[config.mk]
export PLATFORM = sky130hd
export DESIGN_NAME = led_panel_sink
export DESIGN_NICKNAME = d
export VERILOG_FILES = /design/src/rtl/led_panel_pkg.sv /design/src/rtl/led_pin_sync.sv /design/src/rtl/led_panel_sink.sv
export SDC_FILE = /design/constraint.sdc
export NUM_CORES = 1
export LEC_CHECK = 0
export ABC_AREA = 1
export CAP_MARGIN = 15
export CELL_PAD_IN_SITES_DETAIL_PLACEMENT = 0
export CELL_PAD_IN_SITES_GLOBAL_PLACEMENT = 1
export CORE_ASPECT_RATIO = 1.1
export CORE_MARGIN = 2
export CORE_UTILIZATION = 50
export CTS_CLUSTER_DIAMETER = 100
export DETAILED_ROUTE_END_ITERATION = 10
export PLACE_DENSITY_LB_ADDON = 0.1
export RECOVER_POWER = 50
export SYNTH_ARGS = -nofsm -noshare
export SYNTH_HDL_FRONTEND = slang
export SYNTH_SLANG_ARGS = --single-unit
[constraint.sdc]
create_clock -name clk -period 2.2 [get_ports clk]
set_input_delay 0.44 -clock clk [delete_from_list [all_inputs] [get_ports clk]]
set_output_delay 0.44 -clock clk [all_outputs]
set_load 0.01 [all_outputs]
[src/rtl/led_panel_pkg.sv]
// Shared types and defaults for the LED panel receive model.
package led_panel_pkg;

  localparam int COLS_DEF = 32;
  localparam int ROWS_DEF = 4;

  typedef struct packed {
    logic red;
    logic green;
    logic blue;
  } pixel_t;

  typedef enum logic {
    UNSYNC = 1'b0,
    RUN    = 1'b1
  } state_t;

endpackage

[src/rtl/led_pin_sync.sv]
// Multi-flop synchronizer for one panel pin, with rise detect and a one-cycle-delayed level.
module led_pin_sync #(
  parameter int SYNC_STAGES = 2
) (
  input  logic clk,
  input  logic reset_n,
  input  logic pin_in,
  output logic level,
  output logic rise,
  output logic level_dly
);

  logic [SYNC_STAGES-1:0] sync_q, sync_d;
  logic                   prev_q, prev_d;

  always_comb begin
    sync_d = {sync_q[SYNC_STAGES-2:0], pin_in};
    prev_d = sync_q[SYNC_STAGES-1];
  end

  always_ff @(posedge clk or negedge reset_n) begin
    if (!reset_n) begin
      sync_q <= '0;
      prev_q <= 1'b0;
    end else begin
      sync_q <= sync_d;
      prev_q <= prev_d;
    end
  end

  assign level     = sync_q[SYNC_STAGES-1];
  assign level_dly = prev_q;
  assign rise      = sync_q[SYNC_STAGES-1] & ~prev_q;

endmodule

[src/rtl/led_panel_sink.sv]
// Panel-side model: captures serial rows into a frame store, tracks row address, flags bad rows.
// state  | meaning
// UNSYNC | waiting for first arst; shifts/latches ignored, row address still tracked
// RUN    | capturing rows into the frame store
module led_panel_sink
  import led_panel_pkg::*;
#(
  parameter int COLS        = COLS_DEF,
  parameter int ROWS        = ROWS_DEF,
  parameter int SYNC_STAGES = 2
) (
  input  logic                     clk,
  input  logic                     reset_n,
  input  logic                     sclk_in,
  input  logic                     latch_in,
  input  logic                     blank_in,
  input  logic                     aclk_in,
  input  logic                     arst_in,
  input  logic                     red_in,
  input  logic                     green_in,
  input  logic                     blue_in,
  input  logic [$clog2(ROWS)-1:0]  rd_row,
  input  logic [$clog2(COLS)-1:0]  rd_col,
  output logic [2:0]               rd_pixel,
  output logic [$clog2(ROWS)-1:0]  cur_row,
  output logic                     lit,
  output logic                     frame_done,
  output logic                     row_err,
  input  logic                     err_clr
);

  localparam int ROW_W = $clog2(ROWS);
  localparam int CNT_W = $clog2(COLS) + 1;
  localparam int P_SCLK = 7, P_LATCH = 6, P_BLANK = 5, P_ACLK = 4, P_ARST = 3;

  logic [7:0] pins, pin_lvl, pin_rise, pin_dly;
  logic       unused_pins;

  assign pins = {sclk_in, latch_in, blank_in, aclk_in, arst_in, red_in, green_in, blue_in};

  for (genvar i = 0; i < 8; i++) begin : g_sync
    led_pin_sync #(.SYNC_STAGES(SYNC_STAGES)) u_sync (
      .clk       (clk),
      .reset_n   (reset_n),
      .pin_in    (pins[i]),
      .level     (pin_lvl[i]),
      .rise      (pin_rise[i]),
      .level_dly (pin_dly[i])
    );
  end

  assign unused_pins = ^{pin_rise[2:0], pin_dly[7:3], pin_lvl[7:6], pin_lvl[4], pin_lvl[2:0]};

  state_t                  state_q, state_d;
  pixel_t [COLS-1:0]       shift_q, shift_d;
  pixel_t [COLS-1:0]       frame_q [ROWS];
  pixel_t [COLS-1:0]       frame_d [ROWS];
  logic   [CNT_W-1:0]      cnt_q, cnt_d;
  logic   [ROWS-1:0]       rows_seen_q, rows_seen_d;
  logic   [ROW_W-1:0]      cur_row_q, cur_row_d;
  logic                    row_err_q, row_err_d;
  logic                    frame_done_q, frame_done_d;
  logic                    lit_q, lit_d;
  pixel_t                  rd_pixel_q, rd_pixel_d;
  pixel_t                  setup_pix;

  // Data is taken one clk before the sclk rise so it is clear of the edge itself.
  assign setup_pix = pixel_t'(pin_dly[2:0]);

  always_comb begin
    state_d      = state_q;
    shift_d      = shift_q;
    cnt_d        = cnt_q;
    frame_d      = frame_q;
    rows_seen_d  = rows_seen_q;
    cur_row_d    = cur_row_q;
    row_err_d    = row_err_q & ~err_clr;
    frame_done_d = 1'b0;
    lit_d        = (state_q == RUN) & ~pin_lvl[P_BLANK];
    rd_pixel_d   = frame_q[rd_row][rd_col];

    if (state_q == RUN) begin
      if (pin_rise[P_SCLK]) begin
        shift_d = {shift_q[COLS-2:0], setup_pix};
        if (cnt_q != CNT_W'(COLS + 1)) cnt_d = cnt_q + CNT_W'(1);
      end
      if (pin_rise[P_LATCH]) begin
        frame_d[cur_row_q]     = shift_d;
        rows_seen_d[cur_row_q] = 1'b1;
        if (cnt_d != CNT_W'(COLS)) row_err_d = 1'b1;
        cnt_d = '0;
      end
    end

    if (pin_rise[P_ACLK]) begin
      cur_row_d = (cur_row_q == ROW_W'(ROWS - 1)) ? '0 : cur_row_q + ROW_W'(1);
    end

    if (pin_rise[P_ARST]) begin
      if (state_q == RUN) frame_done_d = &rows_seen_q;
      state_d     = RUN;
      rows_seen_d = '0;
    end

    // arst level dominates aclk, including the rise cycle.
    if (pin_lvl[P_ARST]) cur_row_d = '0;
  end

  always_ff @(posedge clk or negedge reset_n) begin
    if (!reset_n) begin
      state_q      <= UNSYNC;
      shift_q      <= '0;
      frame_q      <= '{default: '0};
      cnt_q        <= '0;
      rows_seen_q  <= '0;
      cur_row_q    <= '0;
      row_err_q    <= 1'b0;
      frame_done_q <= 1'b0;
      lit_q        <= 1'b0;
      rd_pixel_q   <= '0;
    end else begin
      state_q      <= state_d;
      shift_q      <= shift_d;
      frame_q      <= frame_d;
      cnt_q        <= cnt_d;
      rows_seen_q  <= rows_seen_d;
      cur_row_q    <= cur_row_d;
      row_err_q    <= row_err_d;
      frame_done_q <= frame_done_d;
      lit_q        <= lit_d;
      rd_pixel_q   <= rd_pixel_d;
    end
  end

  assign rd_pixel   = rd_pixel_q;
  assign cur_row    = cur_row_q;
  assign lit        = lit_q;
  assign frame_done = frame_done_q;
  assign row_err    = row_err_q;

endmodule

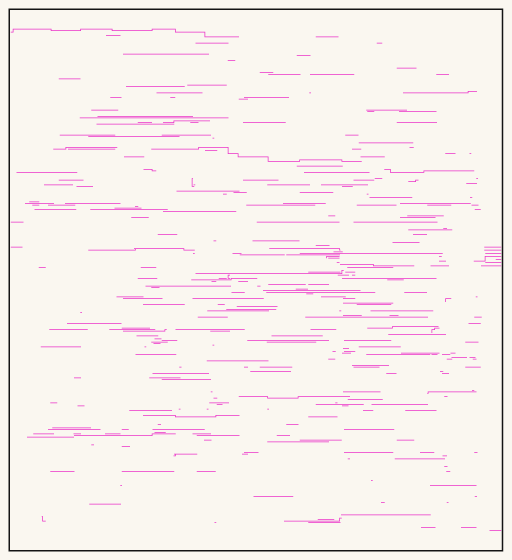
Figure 1: run 1, metal 3.
- longest straight run: 64.6 um
- share of all routed wire: 5.9%
- main direction: horizontal
- wire length on this layer: 4120 um

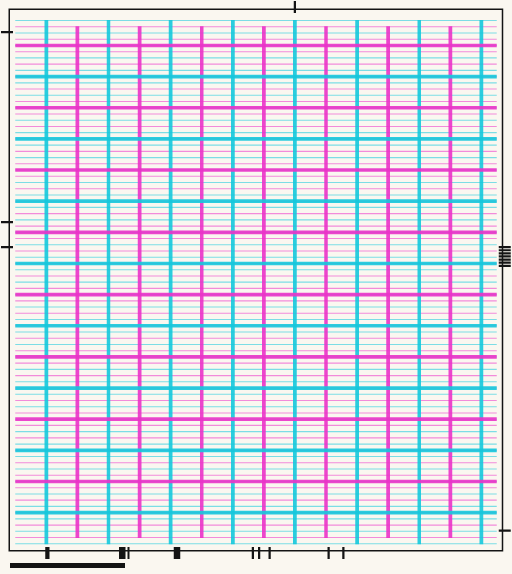
Figure 2: run 1, PDN straps and rails.
Scale bar: 50 um. Pins as bars on the die edge.
- magenta: VDD
- cyan: VSS
- met5 straps: 16
- met1 rails: 85
- met4 straps: 15
- rows: 84
overall die height: 236 um
Core ar.: 48000 sq um
worst-case vdd ir drop: 0.686 mV
horizontal die dimension: 215 um

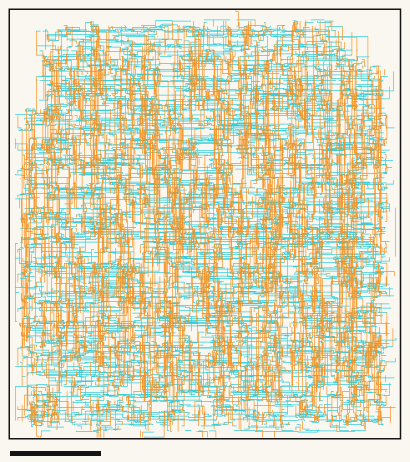
Figure 3: run 1, metal layers overlaid.
Scale bar: 50 um. Only two layers are drawn.
- cyan: M1 (wire length 31.1 mm)
- orange: M2 (wire length 33.4 mm)

==> summary.rpt, run 1 <==
==========================================================================================
Setup Crit Path Kind ........................................................   reg -> out
Antenna violations before repair ............................................            0
Power share of the sequential group .........................................        47.8%
Avg Cell Area, Syn ..........................................................   7.53 sq um
Final net count .............................................................         3271
Non-clock inverter count ....................................................          125
Reg-to-reg endpoint .........................................................  shift_q[28]
Largest driver fanout on the critical path ..................................            1
Footprint of the multi-input gates ..........................................   9840 sq um
Ratio of cells with drive above 1 in the final layout .......................        6.27%
Internal Pwr Total ..........................................................      16.2 mW
Share of synthesized cell area in full adder, half adder and majority cells .       0.307%
Vias/cell ...................................................................         5.34
Layout clock area frac ......................................................        6.20%
Data required time of the worst path ........................................      1760 ps
Standby leakage power .......................................................      14.1 nW
Worst setup path endpoint ...................................................  rd_pixel[2]
Arrival time worst endpoint .................................................      1600 ps
Worst-margin pin slew .......................................................      1260 ps
Hold violation total from the final report ..................................            0
Hold path startpoint ........................................................ g_sync[1].u_sync.sync_q[1]
Number of filler cells placed in the layout .................................         4581
Setup TNS ...................................................................         0 ps
Worst slack at placement ....................................................       139 ps
RSZ-0062 raised after global routing ........................................        false
Maximum root-to-sink buffer count ...........................................            3
Sequential group power ......................................................      10.5 mW
Log Warnings ................................................................           32
Final instance area .........................................................  27500 sq um
Cell total in the yosys stat output .........................................         3244
TritonCTS clock tree ........................................................        built
Cell area after technology mapping ..........................................  24400 sq um
Share of synthesized cell area in and, or, nand and nor gates ...............        35.3%
Via count of the first global-routing pass ..................................        20.8k
Final critical delay including setup and external delays ....................      2040 ps
Pin count of the biggest net entering global routing ........................          196
R2r setup slk ...............................................................       270 ps
Total GRT Usage .............................................................        28.2%
FP Rows .....................................................................           84
R2r startpoint .............................................................. g_sync[7].u_sync.level_dly
Reported combinational group power ..........................................      2.57 mW
Number of DRC markers after the initial detailed-route iteration ............         1886
Clock network fraction of design power ......................................        40.5%
Share of total power consumed by net switching ..............................        26.7%
Growth of design area from synthesis to finish ..............................        12.4%
Largest stage delay on the critical path ....................................       580 ps
Post-synthesis cell count ...................................................         3244
Outcome .....................................................................    completed
Levels on crit path .........................................................            1
Detailed Place HPWL .........................................................     40400 um
Number of gates resized after cts ...........................................            0
Count of vias placed by the detailed router .................................        21.0k
Flip-flops ..................................................................          522
Type of the worst min-delay path ............................................   reg -> reg
Number of buffers inserted by post-CTS setup repair .........................            0
Mux cell area share .........................................................           0%
Final Cycle Share ...........................................................        92.7%
Net switching power .........................................................      5.88 mW
Worst setup path startpoint .................................................  rd_pixel[2]
Dominant combinational cell family by area after synthesis .................. simple AND/OR/NAND/NOR gates
Multi-input combinational area share ........................................        35.8%
Instance area at placement ..................................................  25800 sq um
Core Util at FP .............................................................        50.9%
Power per Cell Area .........................................................  802 nW/um^2
Final antenna diode count ...................................................            0
Max Cap Viol ................................................................            0
XOR-XNOR Cells, Area Fraction ...............................................       0.108%
Residual antenna-violating net count after detailed routing .................            0
Synth cell types ............................................................           25
==========================================================================================
run 1: flip-flops by register name, summed over array words and instances, names as in the netlist, 2 cells and up:
name	flops
frame_q	384
shift_q	96
g_sync.u_sync.sync_q	16
g_sync.u_sync.level_dly	7
cnt_q	6
rows_seen_q	4
rd_pixel	3
cur_row	2
run 1: layer usage:
metal	part of all wire [%]	GRT usage [%]
met3	5.9	3.89
met4	2.1	7.83
met2	48	46.6
met5	0	0
met1	44	39.3
run 1: cell usage after synthesis:
library cell               instances  share of area (%)
sky130_fd_sc_hd__a211oi_1          1              0.031
sky130_fd_sc_hd__a21oi_1           3              0.061
sky130_fd_sc_hd__buf_1            11               0.17
sky130_fd_sc_hd__buf_2            93                1.9
sky130_fd_sc_hd__buf_4            25               0.77
sky130_fd_sc_hd__buf_6            14               0.65
sky130_fd_sc_hd__buf_8             1              0.061
sky130_fd_sc_hd__clkbuf_1         58               0.89
sky130_fd_sc_hd__dfrtp_1         522                 53
sky130_fd_sc_hd__ha_1              6               0.31
sky130_fd_sc_hd__inv_1           118                1.8
sky130_fd_sc_hd__inv_2             6              0.092
sky130_fd_sc_hd__inv_4             1              0.026
sky130_fd_sc_hd__nand2_1        1801                 28
sky130_fd_sc_hd__nand2_2           4               0.10
sky130_fd_sc_hd__nand3_1         350                7.2
sky130_fd_sc_hd__nand4_1           2              0.051
sky130_fd_sc_hd__nor2_1           13               0.20
sky130_fd_sc_hd__nor2_4            1              0.046
sky130_fd_sc_hd__nor3_1            3              0.061
sky130_fd_sc_hd__o21a_1            4               0.12
sky130_fd_sc_hd__o21ai_0         200                4.1
sky130_fd_sc_hd__o22ai_1           3              0.077
sky130_fd_sc_hd__o31ai_1           1              0.031
sky130_fd_sc_hd__xor2_1            3               0.11
run 1: cells in the final DEF (no fill, tap or decap), types with 3 or more instances in the layout:
cell                                 n
sky130_fd_sc_hd__nor3_1              3
sky130_fd_sc_hd__clkbuf_16          57
sky130_fd_sc_hd__clkdlybuf4s50_1    13
sky130_fd_sc_hd__a21oi_1             3
sky130_fd_sc_hd__inv_1             118
sky130_fd_sc_hd__inv_4               4
sky130_fd_sc_hd__clkinv_2            8
sky130_fd_sc_hd__nand2_1          1800
sky130_fd_sc_hd__clkbuf_1           32
sky130_fd_sc_hd__buf_12             35
sky130_fd_sc_hd__o21ai_0           200
sky130_fd_sc_hd__nand2_4             4
sky130_fd_sc_hd__clkbuf_2            6
sky130_fd_sc_hd__inv_6               3
sky130_fd_sc_hd__dfrtp_1           521
sky130_fd_sc_hd__nand3_1           350
sky130_fd_sc_hd__ha_1                6
sky130_fd_sc_hd__o21a_1              4
sky130_fd_sc_hd__buf_4              71
sky130_fd_sc_hd__xor2_1              3
sky130_fd_sc_hd__o22ai_1             3
sky130_fd_sc_hd__dlygate4sd3_1       9
sky130_fd_sc_hd__clkbuf_8           10
sky130_fd_sc_hd__nor2_1             13
run 1: through the flow:
stage,std cells,util [%]
global route,3933,57.2
CTS,3933,57.4
finish,3933,57.2
floorplan,3244,-
global placement,3833,53.8
detailed placement,3833,53.8
Figure 4. Clock nets (run 1).
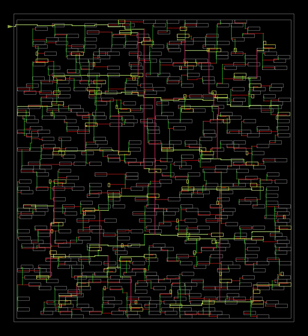

--- run 2 (diff from run 1) ---
--- a/config.mk
+++ b/config.mk
@@ -12,7 +12,7 @@
 export CORE_ASPECT_RATIO = 1.1
 export CORE_MARGIN = 2
 export CORE_UTILIZATION = 50
-export CTS_CLUSTER_DIAMETER = 100
+export CTS_CLUSTER_DIAMETER = 30
 export DETAILED_ROUTE_END_ITERATION = 10
 export PLACE_DENSITY_LB_ADDON = 0.1
 export RECOVER_POWER = 50
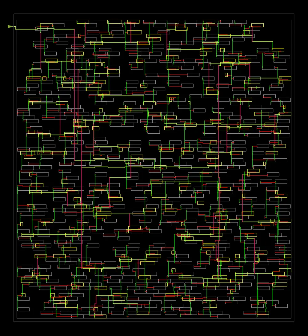
Figure 5: run 2, clock nets.
number of clock sinks: 522
flip-flops: 522
TritonCTS buffer count: 119

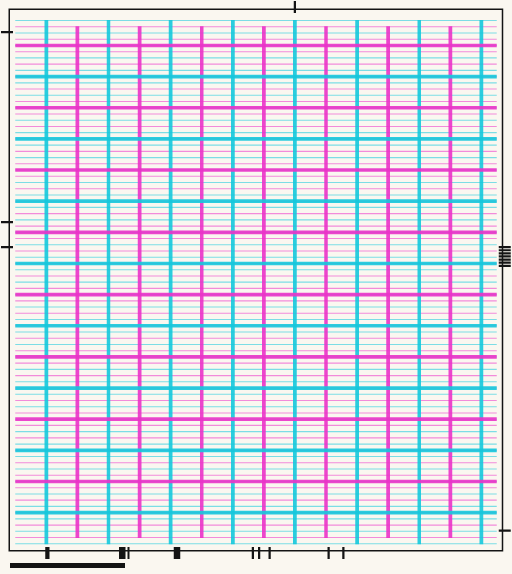
Figure 6: run 2, PDN straps and rails.
Scale bar: 50 um. Pins as bars on the die edge.
- cyan: VSS
- magenta: VDD
- signal pins: 26
- rows: 84
worst-case vdd ir drop: 0.882 mV

==> summary.rpt, run 2 <==
===============================================================================
Synth cell types .................................................           25   unchanged
Largest driver fanout on the critical path .......................            1   unchanged
Worst-margin pin slew ............................................      1290 ps   was 1260 ps
Ratio of cells with drive above 1 in the final layout ............        9.85%   was 6.27%
Avg Cell Area, Syn ...............................................   7.53 sq um   unchanged
Standby leakage power ............................................      15.3 nW   was 14.1 nW
Main synth FF type ............................................... sky130_fd_sc_hd__dfrtp_1   unchanged
Most instantiated cells after synthesis .......................... sky130_fd_sc_hd__nand2_1, sky130_fd_sc_hd__dfrtp_1, sky130_fd_sc_hd__nand3_1   unchanged
Number of enable flip-flop cells .................................            0   unchanged
Setup Crit Path Kind .............................................   reg -> out   unchanged
Overall die height ...............................................       236 um   unchanged
Growth of design area from synthesis to finish ...................        22.9%   was 12.4%
Setup TNS ........................................................         0 ps   unchanged
Final net count ..................................................         3334   was 3271
Max Cap Viol .....................................................            0   unchanged
Number of gates resized after cts ................................            0   unchanged
Data required time of the worst path .............................      1760 ps   about the same
Cell total in the yosys stat output ..............................         3244   unchanged
Outcome ..........................................................    completed   unchanged
Horizontal die dimension .........................................       215 um   unchanged
Share of the synthesized area in the top cell type ...............        53.5%   unchanged
Antenna violations before repair .................................            0   unchanged
Maximum root-to-sink buffer count ................................            3   unchanged
Final core utilization ...........................................        62.5%   was 57.2%
Dominant logic cell type in the layout ........................... sky130_fd_sc_hd__nand2_1   unchanged
Final antenna diode count ........................................            0   unchanged
Core ar. .........................................................  48000 sq um   unchanged
Biggest area cells ............................................... sky130_fd_sc_hd__dfrtp_1, sky130_fd_sc_hd__nand2_1, sky130_fd_sc_hd__nand3_1, sky130_fd_sc_hd__o21ai_0, sky130_fd_sc_hd__buf_2   unchanged
Most numerous cell in the Yosys netlist .......................... sky130_fd_sc_hd__nand2_1   unchanged
Reg with most FFs ................................................      frame_q   unchanged
Arrival time worst endpoint ......................................      1640 ps   was 1600 ps
Type of the worst min-delay path .................................    in -> reg   was reg -> reg
Power per Cell Area .............................................. 1060 nW/um^2   was 802 nW/um^2
RSZ-0062 raised after global routing .............................        false   unchanged
Registers with the most flip-flops ............................... frame_q: 384 flops, shift_q: 96 flops, g_sync.u_sync.sync_q: 16 flops   unchanged
Core Util at FP ..................................................        50.9%   unchanged
FP Rows ..........................................................           84   unchanged
Vias/cell ........................................................         5.34   about the same
Total GRT Usage ..................................................        29.2%   was 28.2%
Final std cells w/o fill .........................................         4057   was 3933
Cell area after technology mapping ...............................  24400 sq um   unchanged
Number of DRC markers after the initial detailed-route iteration .         1864   was 1886
Async set-reset flop share out of synthesis ......................         100%   unchanged
Largest stage delay on the critical path .........................       580 ps   about the same
Number of buffers inserted by post-CTS setup repair ..............            0   unchanged
Placed Instances .................................................         3833   unchanged
Count of vias placed by the detailed router ......................        21.6k   was 21.0k
===============================================================================
==> run 2: cell count changes in the layout (fill, tap and decap cells not counted) <==
| cell | previous run | this run |
|---|---|---|
| sky130_fd_sc_hd__clkinv_8 | 0 | 1 |
| sky130_fd_sc_hd__inv_6 | 3 | 4 |
| sky130_fd_sc_hd__clkinvlp_4 | 0 | 11 |
| sky130_fd_sc_hd__clkbuf_1 | 32 | 26 |
| sky130_fd_sc_hd__clkinv_4 | 0 | 6 |
| sky130_fd_sc_hd__bufinv_16 | 0 | 20 |
| sky130_fd_sc_hd__clkbuf_16 | 57 | 120 |
| sky130_fd_sc_hd__buf_12 | 35 | 34 |
| sky130_fd_sc_hd__clkinv_2 | 8 | 25 |
| sky130_fd_sc_hd__clkbuf_2 | 6 | 5 |
| sky130_fd_sc_hd__clkbuf_8 | 10 | 23 |
==> run 2: layout make-up <==
cell class / count / area [sq um]
Sequential cell: 522 / 13100
Clock buffer: 158 / 3380
Tap cell: 645 / 807
Inverter: 125 / 485
Fill cell: 4301 / 18000
Clock inverter: 65 / 898
Multi-Input combinational cell: 2395 / 9840
Timing Repair Buffer: 147 / 1540
==> run 2: final timing paths <==
path | startpoint | end | slack [ps] | cells after the start
max | rd_pixel[2] | rd_pixel[2] | 120 | 1
min | latch_in | g_sync[6].u_sync.sync_q[0] | 340 | 1
max reg2reg | g_sync[7].u_sync.level_dly | shift_q[28] | 170 | 6
min reg2reg | g_sync[3].u_sync.sync_q[0] | g_sync[3].u_sync.sync_q[1] | 340 | 0
max in group asynchronous | reset_n | frame_q[317] | 250 | 4
min in group asynchronous | reset_n | shift_q[19] | 650 | 2
==> run 2: per-stage QoR <==
step | setup slack, ps | total power [mW]
finish | 121 | 31.7
global route | 42.7 | 32.8
CTS | 92.2 | 31.9
detailed placement | 139 | 13.3
global placement | 138 | 13.2
floorplan | 628 | 12.1
==> run 2: where the power goes <==
group	internal [mW]	leakage [nW]	switching [mW]
clock	13.0	2.09	5.53
sequential	10.2	7.16	0.329
combinational	0.852	6.05	1.72
total	24.1	15.3	7.59
==> run 2: cell families (layout without fill, tap and decap cells) <==
logic type / after synthesis / count (layout) / synth area share [%]
fa+ha+maj: 6 / 6 / 0.307
xor+xnor: 3 / 3 / 0.108
buf+inv: 327 / 495 / 6.37
simple gates: 2174 / 2174 / 35.3
flops: 522 / 522 / 53.5
compound gates: 212 / 212 / 4.42
==> run 2: repair_timing <==
item,CTS,global route
hold buffers,1,0
endpoints found under the setup margin,0,0
hold endpoints to repair,32,0
==> run 2: metal layers <==
layer  GRT usage, %  part of all wire [%]
met2           48.6                    48
met3           4.35                   5.7
met1           39.0                    44
met4           10.5                   2.5
met5              0                     0
No activity file was given, so power comes from the tool's default toggle rates.
